## src/rtl/alu_mc_pkg.sv

```systemverilog
// rtl/alu_mc_pkg.sv - opcodes, FSM states and status-word layout for the multi-cycle ALU
package alu_mc_pkg;

  localparam logic [3:0] OP_PASS = 4'h0;
  localparam logic [3:0] OP_NOT  = 4'h1;
  localparam logic [3:0] OP_ADD  = 4'h2;
  localparam logic [3:0] OP_SUB  = 4'h3;
  localparam logic [3:0] OP_AND  = 4'h4;
  localparam logic [3:0] OP_OR   = 4'h5;
  localparam logic [3:0] OP_NEGA = 4'h6;
  localparam logic [3:0] OP_NEGB = 4'h7;
  localparam logic [3:0] OP_XOR  = 4'h8;
  localparam logic [3:0] OP_SHL  = 4'h9;
  localparam logic [3:0] OP_SHR  = 4'hA;
  localparam logic [3:0] OP_SAR  = 4'hB;
  localparam logic [3:0] OP_MUL  = 4'hC;

  typedef enum logic [1:0] {
    IDLE = 2'd0,
    ITER = 2'd1,
    DONE = 2'd2
  } state_t;

  // Bit order of the status word handed to the control unit
  localparam int FLAG_ZERO  = 0;
  localparam int FLAG_NEG   = 1;
  localparam int FLAG_CARRY = 2;
  localparam int FLAG_OVF   = 3;
  localparam int FLAG_ERR   = 4;
  localparam int FLAG_W     = 5;

  function automatic logic is_shift(input logic [3:0] op);
    return (op == OP_SHL) || (op == OP_SHR) || (op == OP_SAR);
  endfunction

  function automatic logic is_rsvd(input logic [3:0] op);
    return op > OP_MUL;
  endfunction

endpackage

```

## src/rtl/alu_core.sv

```systemverilog
// rtl/alu_core.sv - width-generic combinational datapath for the single-cycle ops
module alu_core
  import alu_mc_pkg::*;
#(
  parameter int W = 8
) (
  input  logic [W-1:0] a,
  input  logic [W-1:0] b,
  input  logic [3:0]   op,
  output logic [W-1:0] y,
  output logic         carry,
  output logic         ovf
);

  localparam logic [W-1:0] MIN_NEG = {1'b1, {(W-1){1'b0}}};

  logic [W:0] sum;
  logic [W:0] diff;

  // The extra top bit of diff is the unsigned borrow
  assign sum  = {1'b0, a} + {1'b0, b};
  assign diff = {1'b0, a} - {1'b0, b};

  always_comb begin
    y     = '0;
    carry = 1'b0;
    ovf   = 1'b0;
    case (op)
      OP_PASS: y = a;
      OP_NOT:  y = ~a;
      OP_ADD: begin
        y     = sum[W-1:0];
        carry = sum[W];
        ovf   = (a[W-1] == b[W-1]) && (sum[W-1] != a[W-1]);
      end
      OP_SUB: begin
        y     = diff[W-1:0];
        carry = diff[W];
        ovf   = (a[W-1] != b[W-1]) && (diff[W-1] != a[W-1]);
      end
      OP_AND:  y = a & b;
      OP_OR:   y = a | b;
      OP_NEGA: begin
        y   = '0 - a;
        ovf = (a == MIN_NEG);
      end
      OP_NEGB: begin
        y   = '0 - b;
        ovf = (b == MIN_NEG);
      end
      OP_XOR:  y = a ^ b;
      default: y = '0;
    endcase
  end

endmodule

```

## src/rtl/alu_mc.sv

```systemverilog
// rtl/alu_mc.sv - multi-cycle ALU: handshake FSM, iterative shifter, shift-add multiplier
module alu_mc
  import alu_mc_pkg::*;
#(
  parameter  int W  = 8,
  localparam int SW = $clog2(W)
) (
  input  logic         clk,
  input  logic         reset_n,
  input  logic         in_valid,
  output logic         in_ready,
  input  logic [W-1:0] a,
  input  logic [W-1:0] b,
  input  logic [3:0]   op,
  output logic         out_valid,
  input  logic         out_ready,
  output logic [W-1:0] y,
  output logic         zero,
  output logic         neg,
  output logic         carry,
  output logic         ovf,
  output logic         err
);

  state_t              state_q, state_d;
  logic [SW:0]         cnt_q;
  logic [3:0]          op_q;
  logic [W-1:0]        sh_q, sh_nx, mb_q, core_y, y_d;
  logic [2*W-1:0]      acc_q, acc_nx, mc_q;
  logic [FLAG_W-1:0]   st_q, st_d;
  logic [SW-1:0]       amt;
  logic                sh_c, core_c, core_v, res_c, res_v, res_e;
  logic                accept, last, load, iterate;

  alu_core #(.W(W)) u_core (
    .a     (a),
    .b     (b),
    .op    (op),
    .y     (core_y),
    .carry (core_c),
    .ovf   (core_v)
  );

  assign in_ready  = (state_q == IDLE);
  assign out_valid = (state_q == DONE);
  assign amt       = b[SW-1:0];
  assign accept    = in_ready && in_valid;
  assign iterate   = (op == OP_MUL) || (is_shift(op) && (amt != '0));
  assign last      = (state_q == ITER) && (cnt_q == (SW+1)'(1));
  assign load      = (accept && !iterate) || last;

  always_ff @(posedge clk or negedge reset_n) begin
    if (!reset_n) state_q <= IDLE;
    else          state_q <= state_d;
  end

  always_comb begin
    state_d = state_q;
    case (state_q)
      IDLE: if (in_valid) state_d = iterate ? ITER : DONE;
      ITER: if (cnt_q == (SW+1)'(1)) state_d = DONE;
      DONE: if (out_ready) state_d = IDLE;
      default: state_d = IDLE;
    endcase
  end

  // One shift step or one multiplier bit per ITER cycle
  always_comb begin
    sh_nx  = sh_q;
    sh_c   = 1'b0;
    acc_nx = acc_q + (mb_q[0] ? mc_q : '0);
    case (op_q)
      OP_SHL: begin sh_nx = {sh_q[W-2:0], 1'b0};     sh_c = sh_q[W-1]; end
      OP_SHR: begin sh_nx = {1'b0, sh_q[W-1:1]};     sh_c = sh_q[0];   end
      OP_SAR: begin sh_nx = {sh_q[W-1], sh_q[W-1:1]}; sh_c = sh_q[0];  end
      default: sh_nx = sh_q;
    endcase
  end

  always_comb begin
    y_d   = '0;
    res_c = 1'b0;
    res_v = 1'b0;
    res_e = 1'b0;
    if (state_q == ITER) begin
      if (op_q == OP_MUL) begin
        y_d   = acc_nx[W-1:0];
        res_c = |acc_nx[2*W-1:W];
      end else begin
        y_d   = sh_nx;
        res_c = sh_c;
      end
    end else if (is_rsvd(op)) begin
      res_e = 1'b1;
    end else if (is_shift(op)) begin
      y_d = a;
    end else begin
      y_d   = core_y;
      res_c = core_c;
      res_v = core_v;
    end
    st_d             = '0;
    st_d[FLAG_ZERO]  = (y_d == '0);
    st_d[FLAG_NEG]   = y_d[W-1];
    st_d[FLAG_CARRY] = res_c;
    st_d[FLAG_OVF]   = res_v;
    st_d[FLAG_ERR]   = res_e;
  end

  always_ff @(posedge clk or negedge reset_n) begin
    if (!reset_n) begin
      cnt_q <= '0;
      op_q  <= '0;
      sh_q  <= '0;
      mb_q  <= '0;
      acc_q <= '0;
      mc_q  <= '0;
      y     <= '0;
      st_q  <= '0;
    end else begin
      if (accept) begin
        op_q  <= op;
        sh_q  <= a;
        mb_q  <= b;
        mc_q  <= {{W{1'b0}}, a};
        acc_q <= '0;
        if (op == OP_MUL)     cnt_q <= (SW+1)'(W);
        else if (is_shift(op)) cnt_q <= {1'b0, amt};
        else                   cnt_q <= '0;
      end else if (state_q == ITER) begin
        sh_q  <= sh_nx;
        acc_q <= acc_nx;
        mc_q  <= mc_q << 1;
        mb_q  <= mb_q >> 1;
        cnt_q <= cnt_q - (SW+1)'(1);
      end
      if (load) begin
        y    <= y_d;
        st_q <= st_d;
      end
    end
  end

  assign zero  = st_q[FLAG_ZERO];
  assign neg   = st_q[FLAG_NEG];
  assign carry = st_q[FLAG_CARRY];
  assign ovf   = st_q[FLAG_OVF];
  assign err   = st_q[FLAG_ERR];

endmodule

```

## config.mk

```make
export PLATFORM = sky130hd
export DESIGN_NAME = alu_mc
export DESIGN_NICKNAME = d
export VERILOG_FILES = /design/src/rtl/alu_mc_pkg.sv /design/src/rtl/alu_core.sv /design/src/rtl/alu_mc.sv
export SDC_FILE = /design/constraint.sdc
export NUM_CORES = 1
export LEC_CHECK = 0
export ABC_CLOCK_PERIOD_IN_PS = 4700
export CORE_ASPECT_RATIO = 1.2
export CORE_UTILIZATION = 25
export DETAILED_ROUTE_END_ITERATION = 10
export GPL_ROUTABILITY_DRIVEN = 0
export PLACE_DENSITY = 0.37
export SLEW_MARGIN = 20
export SYNTH_ARGS = -nofsm -noshare
export SYNTH_HDL_FRONTEND = slang
export SYNTH_SLANG_ARGS = --single-unit
```

## constraint.sdc

```tcl
create_clock -name clk -period 4.7 [get_ports clk]
set_clock_uncertainty 0.2 [all_clocks]
set_input_delay 0.705 -clock clk [delete_from_list [all_inputs] [get_ports clk]]
set_output_delay 0.705 -clock clk [all_outputs]
set_load 0.02 [all_outputs]
```

met1.png
Supply wires on this layer in gray.
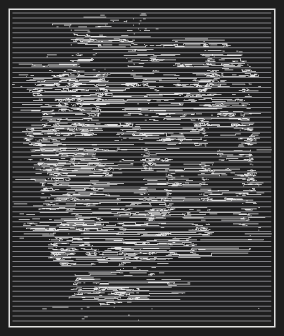
- wire length on this layer: 9370 um
- main direction: horizontal
- share of all routed wire: 43%

met2.png
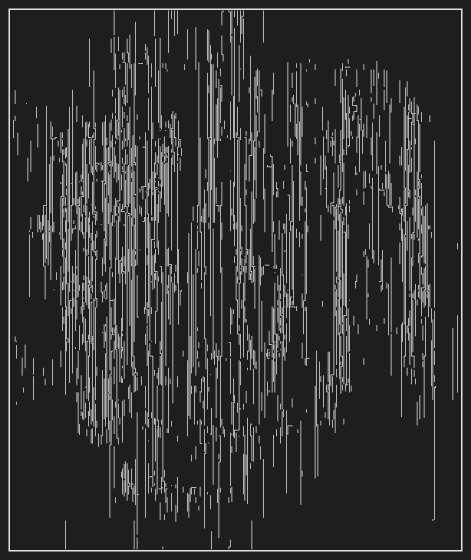
- share of all routed wire: 49%
- main direction: vertical
- longest straight run: 66.8 um
- wire length on this layer: 10800 um
- nets with wire on the layer: 648

==> Slide: Implementation Results <==
Key Metrics from the Run

Final timing
  • Worst slew pin tran: 0.975 ns
  • Total negative slack: 0 ns
  • Min Tclk post-route: 3.85 ns
  • Post-route worst setup slack: 0.846 ns
  • Hold Vio Cnt, Final: 0
  • Worst slew margin: 35.0%

Worst setup path
  • Crit Path Class: primary input to flip-flop
  • Startpoint Class: primary input
  • Crit path DAT: 3.89 ns
  • CP max stage delay: 0.50 ns
  • Worst reg2reg startpoint: mb_q[0]
  • WP buf/inv: 2
  • Worst path cell trace: clkdlybuf4s50_1, buf_4, ha_1, fa_1, a21o_1, a21oi_1, mux2i_1, xnor2_1, a221oi_1, o22ai_1, or4_1, o41ai_2

Power and ir drop
  • Sw Pwr: roughly 1.3 mW
  • Combinational power: between 1 and 1.5 mW
  • Pwr top: combinational cells
  • Net Sw Frac: 42.7%

Yosys
  • Post-synth regs: ~70
  • Syn avg cell area: 8.10 um2
  • Post-synth ARST share: 100%
  • Post-Syn Nets: 821

Detailed routing
  • DRT Pass-1 Iters: 5
  • Max Used Layer: met4
  • Antenna viol nets, final: 0

Min path
  • WHS Path Cells: 2
  • Hold path endpoint: mb_q[4]

Floorplanning
  • Die Height: 173 um

Global routing
  • Grt total ovfl: 0
  • Met3 usage: 1.88%
  • Vias in the first global route: 5878

Clock network
  • Clock transition at path regs: 0.06 ns
  • TritonCTS buffer count: 9
  • Post_cts resized: 0

Job
  • Max-cap viol count: 0

Run status
  • Status: finished clean

Cells and area
  • Post-route cell area: about 0.007 mm2
  • Register area: between 0.0015 and 0.002 mm2
  • Clock buffers: 9

Placement
  • Dpl ws: 0.514 ns
  • DPL Wire Length: 15900 um
Power is estimated from default activity; no workload was simulated.
